logic_types.png
The bar under the picture is 50 µm long.
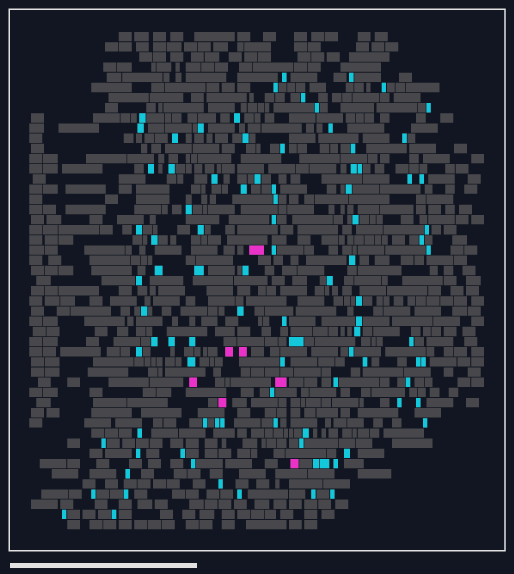
layer_met3.png
The bar under the picture is 50 µm long.
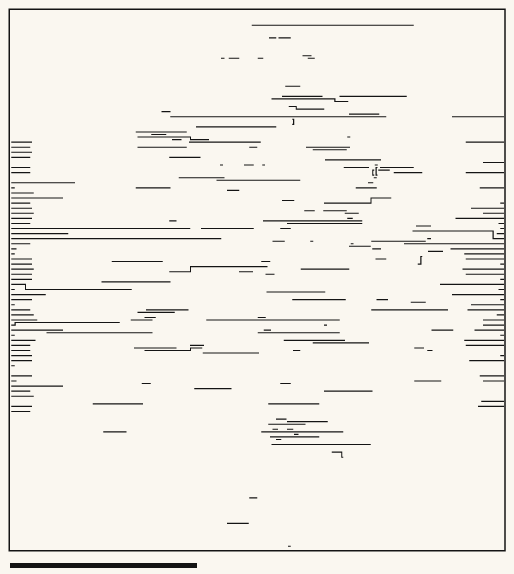
placement.png
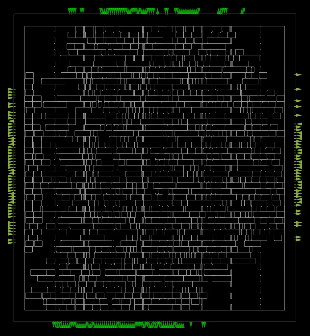
io_fan.png
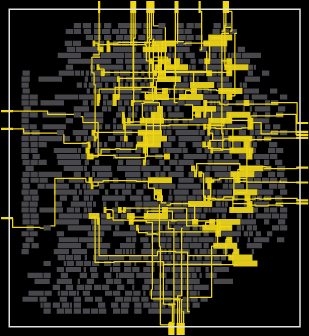
cell_density.png
13 x 14 tiles, from black (low) to pale yellow (high), 0 to 100% covered.
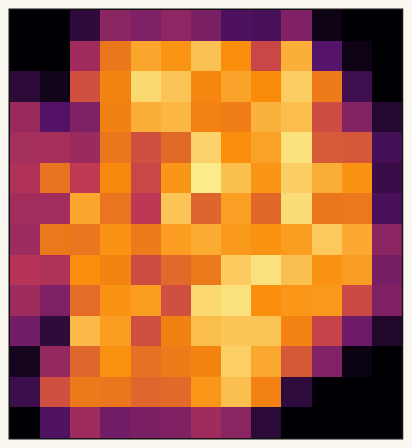
Design boa_csr_arb, sky130hd; sources not shown.
==> impl_metrics.toml <==
# generated from flow reports
[clocking]
tritoncts = "yes"
htree_levels = 4
clk_pin_slew_ns = 0.06
insertion_delay_ns = 0.43
cts_max_path_buffers = 2
cts-buffers-inserted = 17
cts_root_buf = "clkbuf_16"
clock-sinks = 152

[yosys]
yosysSeqAreaShare = 0.528
ys_sh_xor = 0
synthMuxAreaShare = 0.0786
ys_cells = 682
yosys.area_share.simple = 0.101
syn_area_um2 = 7070
edf_count = 69
flop_cell = "dfxtp_1"
top_area_frac = 0.293
synth_async_sr_flop_share = 0
ys_ff = 152
ys_top_logic_family = "AND-OR/OR-AND gates"
synth_nets = 823
ys_types = 41
ys_warn_count = 0
synth_cells = 682
synthAoiAreaFrac = 0.241
ys_sh_adder = 0.00885
yosys_area_um2 = 7070
avgSynthCellArea_um2 = 10.4
top_area_cell = "edfxtp_1"
topCellsByArea = "edfxtp_1 29%, dfxtp_1 24%, mux2_2 5.7%"

[power]
power_mw = 10.7
p_leak_nw = 3.82
peakVddDrop_mv = 0.529
p_per_area_nw_per_um2 = 1010

[status]
status = "finished clean"

[place]
place_congestion = 0.822
placed_area_um2 = 9590
hpwl_mm = 15.3
pre_cts_slack_ns = -0.590
placed_cells = 1069

[final_timing]
fin_setup_tns_ns = 0
timing.fmax_mhz = 430
layout_min_cycle_time_ns = 2.33
setup_ws_ns = 0.373
worst_slew_pin_slew_ns = 0.797
fin_hold_ws_ns = 0.463
maxSlewViolCount = 0
finalCritPeriodShare = 0.862
rsz0062_at_grt = "false"
setup_viol = 0
clock_skew_ns = 0.00730
hold_viol = 0
slew_headroom = 0.469

[detailed_routing]
ant_nets = 0
drc = 0
drt_iter0_drc = 617
first_pass_iters = 5
wl_per_cell_um = 20.9
viasPerCell = 5.83

[critical_path]
end_kind = "flip-flop"
crit_arrival_ns = 2.64
cp.required_ns = 3.01
rrSetupSlack_ns = 0.37
reg2reg_depth = 6
crit_type = "flip-flop to flip-flop"
crit_fanout = 8
start_kind = "flip-flop"

[job]
warning_count = 29
maxCapViolations = 0

[global_route]
antenna_found_initial = 1
grt_max_degree = 87
grt_pass1_vias = 6323
grt_usage = 0.236
overflow = 0
grt_pass1_wl_mm = 35.2

[layout]
areaGrowthSynthToFinish_pct = 48.9
nNetsFinal = 1038
drive_above_1_share = 0.152
logic_area_um2 = 3180
final_cell_area_um2 = 10500
layout_top_cells = "213 x clkdlybuf4s50_1, 83 x dfxtp_1, 69 x edfxtp_1, 54 x nand2_1, 36 x mux2_2"
register_area_um2 = 3730
fillerInstances = 1221

[floorplan]
die_y_um = 144
chipArea_um2 = 19100
rows = 49
die_x_um = 132

[worst_hold_path]
worstHoldPathType = "flip-flop to flip-flop"
whs_path_depth = 2
About logic_types.png:
color	family	cells	most used
magenta	and/or cells	7	or3_1
cyan	nand cells	93	nand2_1
most numerous logic cell after layout: clkdlybuf4s50_1
Final Instance Count excl. Fillers: 1115
Comb/total area: 0.303

About layer_met3.png:
share of all routed wire	7.7%
longest straight run	57.5 µm
detailed-route via count: 6496
WL final: 23.3 mm

About placement.png:
Final Core Density: 0.648
register share of the cell area: 0.355

About io_fan.png:
color	port	bits	direction	end cells	buffers	wire
yellow	csr_rdata	32	input	128	33	2790 µm
top-level I/O count: 217
PortBufs: 216

About cell_density.png:
mean over tiles	54%
emptiest ninth of the die	lower right
fullest tile	96%
area of the core: 16200 µm²
fp_density: 0.435

[power breakdown]
part / total (mW) / switching, mW / leakage (nW) / internal, mW
clock network: 2.41 / 0.949 / 0.292 / 1.46
logic: 4.58 / 2.60 / 2.19 / 1.98
registers: 3.67 / 0.436 / 1.34 / 3.24
[Yosys cell counts (5+ instances only)]
master     n
nor4_1     7
nand3_1   34
a21oi_1   34
mux2i_1   15
dfxtp_1   83
nand2_1   55
a21boi_0  20
mux2_2    36
o21ai_0   31
clkbuf_1  47
o211ai_1  33
buf_2     15
nor2_1    38
o211a_1   15
a31oi_1   33
a211oi_1  33
inv_1      7
ha_1       5
o31ai_1   32
edfxtp_1  69
a21boi_1  11
[worst max-delay path, stage by stage (launching register included)]
cell       delay, ns
edfxtp_1        0.48
nor4_2          0.37
nand4_1         0.22
or3_4           0.51
a21oi_4         0.24
bufbuf_16       0.31
a31oi_1         0.07
[per-layer routing]
metal | track usage | share of wire
met1 | 0.292 | 0.40
met2 | 0.391 | 0.49
met3 | 0.0578 | 0.077
met4 | 0.110 | 0.036
met5 | 0 | 0
[final cells by class]
class,instances,share of cell area
diodes,1,0.000238
clock buffers,21,0.0458
clock inverters,11,0.0114
inverters,7,0.00250
multi-input cells,459,0.303
flip-flops and latches,152,0.355
well taps,204,0.0243
repair buffers,260,0.259
[kinds of logic (layout without fill, tap and decap cells)]
group / after synthesis / count (layout)
AND/OR/NAND/NOR: 154 / 154
adder cells (fa/ha/maj): 5 / 5
other: 0 / 1
flip-flops: 152 / 152
AND-OR/OR-AND: 248 / 249
buffers and inverters: 72 / 299
multiplexers: 51 / 51
[repair_timing]
item	in CTS	in global routing
setup endpoints to repair	67	43
pin swaps	10	0
gates resized	37	9
gates cloned	5	0
hold buffers	0	0
setup buffers	8	0
endpoints found under the hold margin	0	0
Power and IR drop assume default switching activity.
